## src/rtl/rle_pkg.sv

```systemverilog
// ---------------------------------------------------------------------------
// rle_pkg
//
// Shared definitions for the JPEG AC run/level symbol serializer:
//   - width constants for the merged coefficient group and the zero counter
//   - the serializer state enumeration
//   - accessors that split a packed entry {run[5:0], level[7:0]}
//   - the fixed run/level encodings of the ZRL and EOB symbols
// ---------------------------------------------------------------------------
package rle_pkg;

    // Geometry of one merged 16-coefficient group.
    localparam int N_ENTRY   = 16;
    localparam int ENTRY_W   = 14;
    localparam int LEVEL_W   = 8;
    localparam int RUN_W     = ENTRY_W - LEVEL_W;
    localparam int ARRAY_W   = N_ENTRY * ENTRY_W;

    // A block holds at most 64 coefficients, so 7 bits cover every zero count.
    localparam int ACC_W     = 7;

    // Symbol run field is a single nibble.
    localparam int SYM_RUN_W = 4;

    // Serializer control states.
    typedef enum logic [1:0] {
        IDLE = 2'd0,
        EMIT = 2'd1,
        EOB  = 2'd2
    } state_e;

    // ZRL stands for sixteen zeros: run 15 followed by an implicit zero level.
    localparam logic [SYM_RUN_W-1:0] ZRL_RUN   = 4'd15;
    localparam logic [LEVEL_W-1:0]   ZRL_LEVEL = 8'd0;
    localparam logic [ACC_W-1:0]     ZRL_SPAN  = 7'd16;

    // EOB is the all-zero run/level pair.
    localparam logic [SYM_RUN_W-1:0] EOB_RUN   = 4'd0;
    localparam logic [LEVEL_W-1:0]   EOB_LEVEL = 8'd0;

    // Zero run preceding the entry's nonzero level.
    function automatic logic [RUN_W-1:0] entryRun(input logic [ENTRY_W-1:0] entry);
        return entry[ENTRY_W-1 -: RUN_W];
    endfunction

    // Nonzero level carried by the entry.
    function automatic logic [LEVEL_W-1:0] entryLevel(input logic [ENTRY_W-1:0] entry);
        return entry[LEVEL_W-1:0];
    endfunction

endpackage

```

## src/rtl/rle_symbol_serializer.sv

```systemverilog
// ---------------------------------------------------------------------------
// rle_symbol_serializer
//
// Turns merged 16-coefficient groups into JPEG-style AC run/level symbols,
// one symbol per cycle. Zero runs longer than 15 are broken up with ZRL
// symbols, zeros are carried from one group into the next, and a block that
// finishes in zeros is closed with a single EOB.
//
// Ports:
//   clk, rst_n              clock, asynchronous active-low reset
//   in_valid / in_ready     group handshake (ready only while idle)
//   in_last                 group closes the current block
//   in_left / in_right      leading / trailing zeros of the group
//   in_flag                 0 = group is entirely zero
//   in_array                16 x {run, level}; entry in_size-1 comes first
//   in_size                 number of valid entries (0..16)
//   sym_valid / sym_ready   symbol handshake
//   sym_run, sym_level      run/level of the symbol
//   sym_zrl, sym_eob        symbol is a ZRL / EOB marker
//   sym_last                final symbol of the block
// ---------------------------------------------------------------------------
module rle_symbol_serializer
    import rle_pkg::*;
(
    input  logic                 clk,
    input  logic                 rst_n,
    input  logic                 in_valid,
    output logic                 in_ready,
    input  logic                 in_last,
    input  logic [3:0]           in_left,
    input  logic [3:0]           in_right,
    input  logic                 in_flag,
    input  logic [ARRAY_W-1:0]   in_array,
    input  logic [4:0]           in_size,
    output logic                 sym_valid,
    input  logic                 sym_ready,
    output logic [SYM_RUN_W-1:0] sym_run,
    output logic [LEVEL_W-1:0]   sym_level,
    output logic                 sym_zrl,
    output logic                 sym_eob,
    output logic                 sym_last
);

    state_e               state_q, state_d;
    logic [ACC_W-1:0]     acc_q, acc_d;
    logic [ACC_W-1:0]     pendRun_q, pendRun_d;
    logic [3:0]           idx_q, idx_d;
    logic [ARRAY_W-1:0]   array_q, array_d;
    logic [3:0]           right_q, right_d;
    logic                 last_q, last_d;

    logic                 accept;
    logic                 handshake;
    logic [ACC_W-1:0]     accNext;
    logic [3:0]           firstIdx;
    logic [3:0]           prevIdx;

    logic                 symValid_d;
    logic [SYM_RUN_W-1:0] symRun_d;
    logic [LEVEL_W-1:0]   symLevel_d;
    logic                 symZrl_d;
    logic                 symEob_d;
    logic                 symLast_d;

    assign in_ready  = (state_q == IDLE);
    assign accept    = in_valid && in_ready;
    assign handshake = sym_valid && sym_ready;

    // An all-zero group contributes a full 16 zeros to the carried run.
    assign accNext  = acc_q + (in_flag ? ACC_W'(in_left) : ZRL_SPAN);

    // A size of 16 wraps to 0 in four bits, so subtracting one still lands on 15.
    assign firstIdx = in_size[3:0] - 4'd1;
    assign prevIdx  = idx_q - 4'd1;

    // Next-state logic. Entries are walked from idx = size-1 down to 0, and
    // pendRun holds the zeros still owed before the entry at idx.
    always_comb begin
        state_d   = state_q;
        acc_d     = acc_q;
        pendRun_d = pendRun_q;
        idx_d     = idx_q;
        array_d   = array_q;
        right_d   = right_q;
        last_d    = last_q;

        case (state_q)
            IDLE: begin
                if (accept) begin
                    array_d = in_array;
                    right_d = in_right;
                    last_d  = in_last;
                    if (in_size == 5'd0) begin
                        acc_d = accNext;
                        if (in_last) begin
                            state_d = EOB;
                        end
                    end else begin
                        idx_d     = firstIdx;
                        pendRun_d = accNext + ACC_W'(entryRun(in_array[32'(firstIdx)*ENTRY_W +: ENTRY_W]));
                        acc_d     = '0;
                        state_d   = EMIT;
                    end
                end
            end

            EMIT: begin
                if (handshake) begin
                    if (pendRun_q >= ZRL_SPAN) begin
                        pendRun_d = pendRun_q - ZRL_SPAN;
                    end else if (idx_q != 4'd0) begin
                        idx_d     = prevIdx;
                        pendRun_d = ACC_W'(entryRun(array_q[32'(prevIdx)*ENTRY_W +: ENTRY_W]));
                    end else if (!last_q) begin
                        // Trailing zeros roll over into the next group.
                        acc_d   = ACC_W'(right_q);
                        state_d = IDLE;
                    end else if (right_q == 4'd0) begin
                        acc_d   = '0;
                        state_d = IDLE;
                    end else begin
                        // Block ends in zeros: those are covered by EOB, never ZRL.
                        state_d = EOB;
                    end
                end
            end

            EOB: begin
                if (handshake) begin
                    acc_d   = '0;
                    state_d = IDLE;
                end
            end

            default: begin
                state_d = IDLE;
            end
        endcase
    end

    // Symbol decode from the next state, so the outputs come straight from
    // flops. While stalled the next state equals the current one, which keeps
    // every sym_* output steady until the handshake.
    always_comb begin
        symValid_d = 1'b0;
        symRun_d   = '0;
        symLevel_d = '0;
        symZrl_d   = 1'b0;
        symEob_d   = 1'b0;
        symLast_d  = 1'b0;

        case (state_d)
            EMIT: begin
                symValid_d = 1'b1;
                if (pendRun_d >= ZRL_SPAN) begin
                    symZrl_d   = 1'b1;
                    symRun_d   = ZRL_RUN;
                    symLevel_d = ZRL_LEVEL;
                end else begin
                    symRun_d   = pendRun_d[SYM_RUN_W-1:0];
                    symLevel_d = entryLevel(array_d[32'(idx_d)*ENTRY_W +: ENTRY_W]);
                    symLast_d  = (idx_d == 4'd0) && last_d && (right_d == 4'd0);
                end
            end

            EOB: begin
                symValid_d = 1'b1;
                symEob_d   = 1'b1;
                symLast_d  = 1'b1;
                symRun_d   = EOB_RUN;
                symLevel_d = EOB_LEVEL;
            end

            default: begin
                symValid_d = 1'b0;
            end
        endcase
    end

    // Control and datapath registers; reset drops any partial block.
    always_ff @(posedge clk or negedge rst_n) begin
        if (!rst_n) begin
            state_q   <= IDLE;
            acc_q     <= '0;
            pendRun_q <= '0;
            idx_q     <= '0;
            array_q   <= '0;
            right_q   <= '0;
            last_q    <= 1'b0;
        end else begin
            state_q   <= state_d;
            acc_q     <= acc_d;
            pendRun_q <= pendRun_d;
            idx_q     <= idx_d;
            array_q   <= array_d;
            right_q   <= right_d;
            last_q    <= last_d;
        end
    end

    // Registered symbol outputs.
    always_ff @(posedge clk or negedge rst_n) begin
        if (!rst_n) begin
            sym_valid <= 1'b0;
            sym_run   <= '0;
            sym_level <= '0;
            sym_zrl   <= 1'b0;
            sym_eob   <= 1'b0;
            sym_last  <= 1'b0;
        end else begin
            sym_valid <= symValid_d;
            sym_run   <= symRun_d;
            sym_level <= symLevel_d;
            sym_zrl   <= symZrl_d;
            sym_eob   <= symEob_d;
            sym_last  <= symLast_d;
        end
    end

endmodule
```

## config.mk

```make
export PLATFORM = sky130hd
export DESIGN_NAME = rle_symbol_serializer
export DESIGN_NICKNAME = d
export VERILOG_FILES = /design/src/rtl/rle_pkg.sv /design/src/rtl/rle_symbol_serializer.sv
export SDC_FILE = /design/constraint.sdc
export NUM_CORES = 1
export LEC_CHECK = 0
export CORE_ASPECT_RATIO = 0.8
export CORE_MARGIN = 5
export CORE_UTILIZATION = 53
export CTS_CLUSTER_SIZE = 14
export DETAILED_ROUTE_END_ITERATION = 7
export PLACE_DENSITY = 0.81
export SETUP_SLACK_MARGIN = 0.3
export SLEW_MARGIN = 25
export SYNTH_ARGS = -nofsm -noshare
export SYNTH_HDL_FRONTEND = slang
export SYNTH_SLANG_ARGS = --single-unit
```

## constraint.sdc

```tcl
create_clock -name clk -period 4.6 [get_ports clk]
set_input_delay 0.92 -clock clk [delete_from_list [all_inputs] [get_ports clk]]
set_output_delay 0.92 -clock clk [all_outputs]
set_load 0.02 [all_outputs]
```

Run 1, clock wires, drivers and flops:
Scale bar: 50 um.
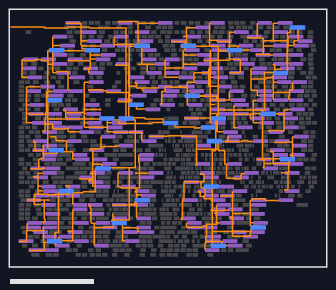
cells driving clock nets -> blue  # count 27
flip-flops -> purple  # count 265
clock wires -> orange  # length 3,210 um
routed clock nets = 28

Run 1, placement by cell class:
Scale bar: 50 um.
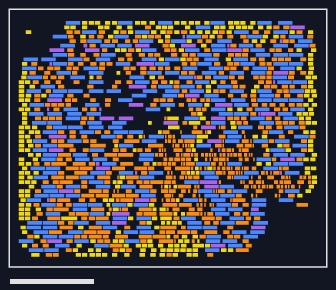
all other logic -> orange  # cells 629
other buffers and delay cells -> yellow  # cells 302
clock drivers and dummy loads -> purple  # cells 49
flops -> blue  # cells 265

==> datasheet_impl.txt, run 1 <==
Physical design parameters

Parameter                              Value

Outcome
  Outcome    finished clean

GRT
  Global-route congestion overflow total    0
  GRT Util Overall    24.7%
  Antenna violations before repair    0

Critical path
  Setup slack of the most critical reg-to-reg path    between 1 and 1.5 ns
  Crit Path Max Fanout    5
  Max stage delay cell, worst path    mux4_2
  Critical setup path kind    input port to register
  Worst path cell trace    clkdlybuf4s50_1, mux4_2, mux4_2, ha_4, fa_2, a211oi_2, nor2_1, xnor2_1, o21ai_1, a31o_2, nor3_4, nor3b_4, buf_6, a22o_1
  Cell repeated most along the worst path    mux4_2

Route
  Post-DRT Antenna Nets    0
  DRC viols    0
  Total routed wirelength    36.0 mm
  Ratio of routed vias to standard cells    5.86
  Number of iterations in the first detailed-routing pass    5

STA
  Final WS setup    around 0.45 ns
  Maximum clock frequency    0.241 GHz
  Clock Skews    0.00950 ns
  Final-report hold violation count    0
  Final critical-path share of the clock period    between 90% and 100%

Synthesis
  Number of distinct library cells after synthesis    ~64
  Cell count after synthesis    approximately 950
  Post-synthesis instance area    ~14,000 um2
  Cell count in the Yosys report    approximately 950
  Post-Synthesis Net Count    roughly 1,200
  Synth warnings    0
  Sequential cell area fraction in the yosys report    about 50%

Die
  Placeable core region    between 20,000 and 30,000 um2
  Number of top-level design ports    260
  Number of core rows    roughly 52

Clocking
  Post-CTS Hold Fix Bufs    0
  Clock Path Buffers    3
  Clock transition at path regs    ~0.060 ns
  TritonCTS buffer count    27
  Number of sinks handled by clock tree synthesis    around 270

Final layout
  Filler-free cell count of the finished design    between 1,500 and 2,000
  Final net count    1,491
  Dominant logic cell types in the final layout    dfrtp_1 (264), clkdlybuf4s50_1 (256), mux2_2 (246), mux2i_1 (86), mux4_2 (48)
  Most common cell after layout, fill and taps aside    dfrtp_1

Pwr
  Worst voltage drop across the vdd grid    between 0.0004 and 0.0005 V

Place
  Pre-CTS setup slack    -0.312 ns
  Buffers added on ports    259
  Gp weighted congestion    about 0.89
Run 1, gate-type map:
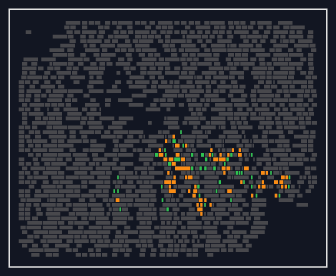
inverting AOI/OAI gates -> orange  # cells 60
NAND gates -> green  # cells 44

-- run 1: repair_timing --
item	4_1_cts	5_1_grt
endpoints found under the hold margin	0	0
setup endpoints to repair	9	12
gates cloned	0	1
pin swaps	3	8
gates resized	6	8
setup buffers	3	5
-- run 1: metal layers --
layer	up-vias	track usage, %	wire length, um
met5	-	0	0
met4	0	5.41	876
met3	65	4.95	2660
met2	352	37.0	16000
met1	4649	37.6	16400
li1	4128	-	-
-- run 1: final cells by class --
class	instances	area, um2
fill	1720	7540
multi-input combinational	610	6690
sequential	265	6630
timing repair buffer	302	3030
clock buffer	36	719
tap	324	405
clock inverter	13	220
inverter	19	75.1
-- run 1: cells by family (layout without fill, tap and decap cells) --
family	after synthesis	in the layout	share of synthesized area [%]
DFF	265	265	48.8
xor gates and xnor gates	14	14	0.902
AOI/OAI and AO/OA	85	85	4.55
adders and majority gates	23	23	2.23
muxes	403	403	37.3
buffers and inverters	75	370	2.71
and+or+nand+nor	85	85	3.51
-- run 1: critical path, delay by kind of cell --
family | cells | cell delay, ns
XOR/XNOR | 1 | 0.18
buffers and inverters | 2 | 0.62
AND/OR/NAND/NOR | 3 | 0.55
adder cells (fa/ha/maj) | 2 | 0.59
AND-OR/OR-AND | 4 | 0.71
multiplexers | 2 | 1.03
-- run 1: Yosys cell counts (3+ instances only) --
library cell | count | area [um2]
a21o_1 | 8 | 60.1
a211oi_1 | 5 | 37.5
buf_4 | 8 | 60.1
a22oi_1 | 7 | 52.6
nand3_1 | 12 | 60.1
buf_2 | 8 | 40.0
and3_1 | 4 | 25.0
mux2i_1 | 86 | 861
nor2_1 | 12 | 45.0
dfrtp_1 | 265 | 6630
o21bai_1 | 3 | 22.5
mux2_1 | 16 | 180
buf_6 | 6 | 67.6
o21ai_1 | 11 | 55.1
xor2_1 | 3 | 26.3
mux4_2 | 48 | 1080
clkbuf_1 | 22 | 82.6
a22o_1 | 10 | 87.6
mux2_2 | 246 | 2770
xnor2_1 | 11 | 96.3
ha_1 | 21 | 263
o21ai_0 | 9 | 45.0
buf_1 | 11 | 41.3
a21oi_1 | 12 | 60.1
mux4_1 | 7 | 184
nand2_1 | 28 | 105
inv_1 | 17 | 63.8
and2_1 | 6 | 37.5
-- run 1: final timing paths --
kind / to / depth (start not counted)
max reg2reg: sym_level[5]$_DFF_PN0_ / 11
min in group clk: array_q[182]$_DFF_PN0_ / 1
max in group asynchronous: array_q[146]$_DFF_PN0_ / 3
max: sym_level[5]$_DFF_PN0_ / 14
min: asynchronous set/reset pin / 1
min reg2reg: array_q[182]$_DFF_PN0_ / 1
-- run 1: power by group --
group	switching, mW	internal (mW)	leakage (nW)
sequential	0.505	3.49	3.15
clock	0.905	1.43	0.454
combinational	3.14	3.41	3.96
total	4.55	8.34	7.57
==> inputs of run 2 (changes only) <==
--- a/config.mk
+++ b/config.mk
@@ -10,6 +10,7 @@
 export CORE_UTILIZATION = 53
 export CTS_CLUSTER_SIZE = 14
 export DETAILED_ROUTE_END_ITERATION = 7
+export HOLD_SLACK_MARGIN = 0.06
 export PLACE_DENSITY = 0.81
 export SETUP_SLACK_MARGIN = 0.3
 export SLEW_MARGIN = 25
Run 2, placement by cell class:
Scale bar: 50 um.
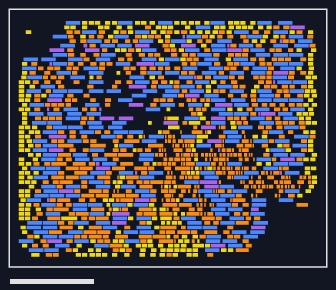
finished layout cell area: 17,800 um2
Layout Utilization: 70.2%

Run 2, cell placement:
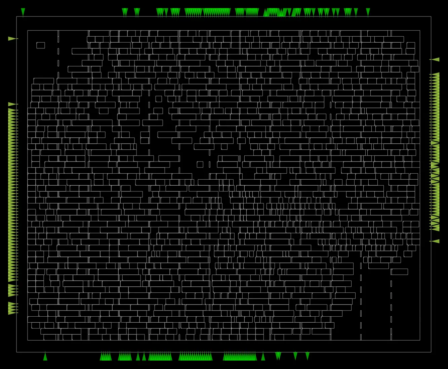
Seq/total area: 37.3%
FFs & Latches: 265
number of core rows: 52

Run 2, signal wires on met2:
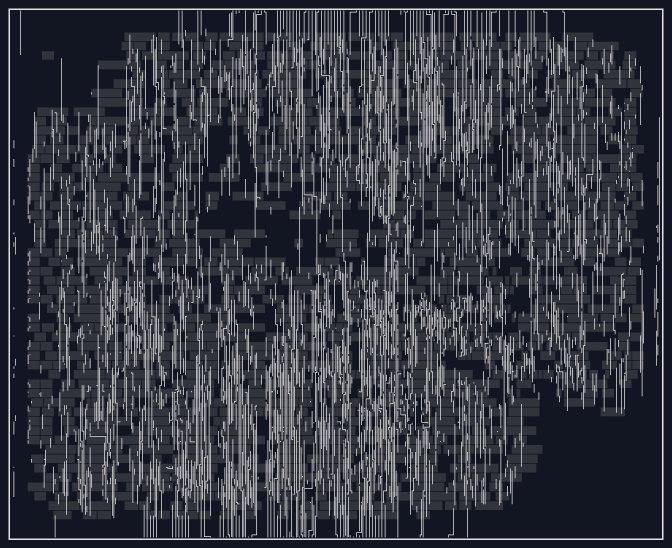
longest straight run = 52.0 um
nets with wire on the layer = 1,350
main direction = vertical

==> run 2 against run 1 <==
Via count stayed put. First-iteration DRC count stayed put. Highest routed layer unchanged. Clock skew stayed put. Critical path type unchanged. Sequential power hardly changed. Power stayed put. Final area stayed put. Setup slack stayed put. Synthesized cell count stayed put. Combinational power hardly changed. Largest power group unchanged. Fmax stayed put. Non-clock buffer count stayed put.
==> datasheet_impl.txt, run 2 <==
Physical design parameters

Parameter                              Value

Outcome
  Outcome    finished clean

Route
  DRC viols    0 (unchanged)
  Post-DRT Antenna Nets    0 (unchanged)
  Ratio of routed vias to standard cells    5.86 (unchanged)
  Number of iterations in the first detailed-routing pass    5 (unchanged)

Synthesis
  Most frequent cells after synthesis    dfrtp_1 (265), mux2_2 (246), mux2i_1 (86)
  Area fraction in compound gates    4.55% (unchanged)
  Fraction of the mapped netlist area in simple logic gates    3.51% (unchanged)
  Most area-consuming cells after synthesis    dfrtp_1 (49%), mux2_2 (20%), mux4_2 (7.9%), mux2i_1 (6.3%), ha_1 (1.9%)
  Most instantiated library cell after synthesis    dfrtp_1
  Top non-seq family    multiplexers

Pwr
  Switching power    4.55 mW (unchanged)
  Worst voltage drop across the vdd grid    0.000452 V (unchanged)

Die
  Number of top-level design ports    260 (unchanged)
  Placeable core region    25,300 um2 (unchanged)

Place
  Gp weighted congestion    0.891 (unchanged)

STA
  Maximum clock frequency    0.241 GHz (unchanged)
  Final-report hold violation count    0 (unchanged)

GRT
  Global-route congestion overflow total    0 (unchanged)

Critical path
  Setup slack of the most critical reg-to-reg path    1.06 ns (about the same)

Clocking
  Clock Path Buffers    3 (unchanged)
  TritonCTS buffer count    27 (unchanged)

Final layout
  Final net count    1,491 (unchanged)
==> run 2: cell counts in the layout (fill, tap and decap cells not counted) <==
No cell type changed its count.
==> run 2: cell type report <==
type	count	area, um2
clock inverter	13	220
inverter	19	75.1
timing repair buffer	302	3030
sequential	265	6630
multi-input combinational	610	6690
fill	1720	7540
clock buffer	36	719
tap	324	405
==> run 2: power groups by stage <==
stage	Sequential [mW]	Combinational, mW	Clock, mW
after floorplan	3.89	4.68	0
after detailed placement	4.03	6.44	0
after global placement	3.96	6.32	0
final	4.00	6.55	2.34
after global routing	4.12	7.04	2.48
after CTS	4.00	6.50	2.38
==> run 2: critical path: stages <==
cell	delay, ns
clkdlybuf4s50_1	0.47
mux4_2	0.51
mux4_2	0.52
ha_4	0.19
fa_2	0.40
a211oi_2	0.26
nor2_1	0.08
xnor2_1	0.18
o21ai_1	0.07
a31o_2	0.25
nor3_4	0.20
nor3b_4	0.27
buf_6	0.15
a22o_1	0.13
==> run 2: repair_timing <==
item | CTS | global route
gates resized | 6 | 8
setup endpoints to repair | 9 | 12
gates cloned | 0 | 1
buffers inserted | 3 | 5
pin swaps | 3 | 8
==> run 2: stage by stage <==
stage / setup slack [ns] / hold slack, ns / area, um2
floorplan: 0.00823 / 0.460 / 13700
global placement: -0.184 / 0.475 / 16700
detailed placement: -0.312 / 0.481 / 16700
CTS: 0.335 / 0.495 / 17700
global route: 0.287 / 0.308 / 17800
finish: 0.451 / 0.294 / 17800
==> run 2: worst min path at each step <==
stage                                       from                          to  slack, ns  depth (start not counted)
after floorplan             acc_q[4]$_DFFE_PN0P_        acc_q[4]$_DFFE_PN0P_       0.46                          2
after global placement    array_q[200]$_DFF_PN0_      array_q[200]$_DFF_PN0_       0.48                          1
after detailed placement  array_q[105]$_DFF_PN0_      array_q[105]$_DFF_PN0_       0.48                          1
after CTS                 array_q[105]$_DFF_PN0_      array_q[105]$_DFF_PN0_       0.49                          1
after global routing                       rst_n  asynchronous set/reset pin       0.31                          1
final                                      rst_n  asynchronous set/reset pin       0.29                          1
==> run 2: logic make-up (layout without fill, tap and decap cells) <==
logic type,count (synthesis),in the layout
AND-OR/OR-AND,85,85
XOR/XNOR,14,14
buffers and inverters,75,370
multiplexers,403,403
AND/OR/NAND/NOR,85,85
flip-flops,265,265
adder cells (fa/ha/maj),23,23
==> run 2: per-layer routing <==
| metal | routed length [um] | GRT usage [%] | vias to the layer above |
|---|---|---|---|
| met2 | 16000 | 37.0 | 352 |
| li1 | - | - | 4128 |
| met3 | 2660 | 4.95 | 65 |
| met1 | 16400 | 37.6 | 4649 |
| met4 | 876 | 5.41 | 0 |
| met5 | 0 | 0 | - |
Power and IR drop assume default switching activity.
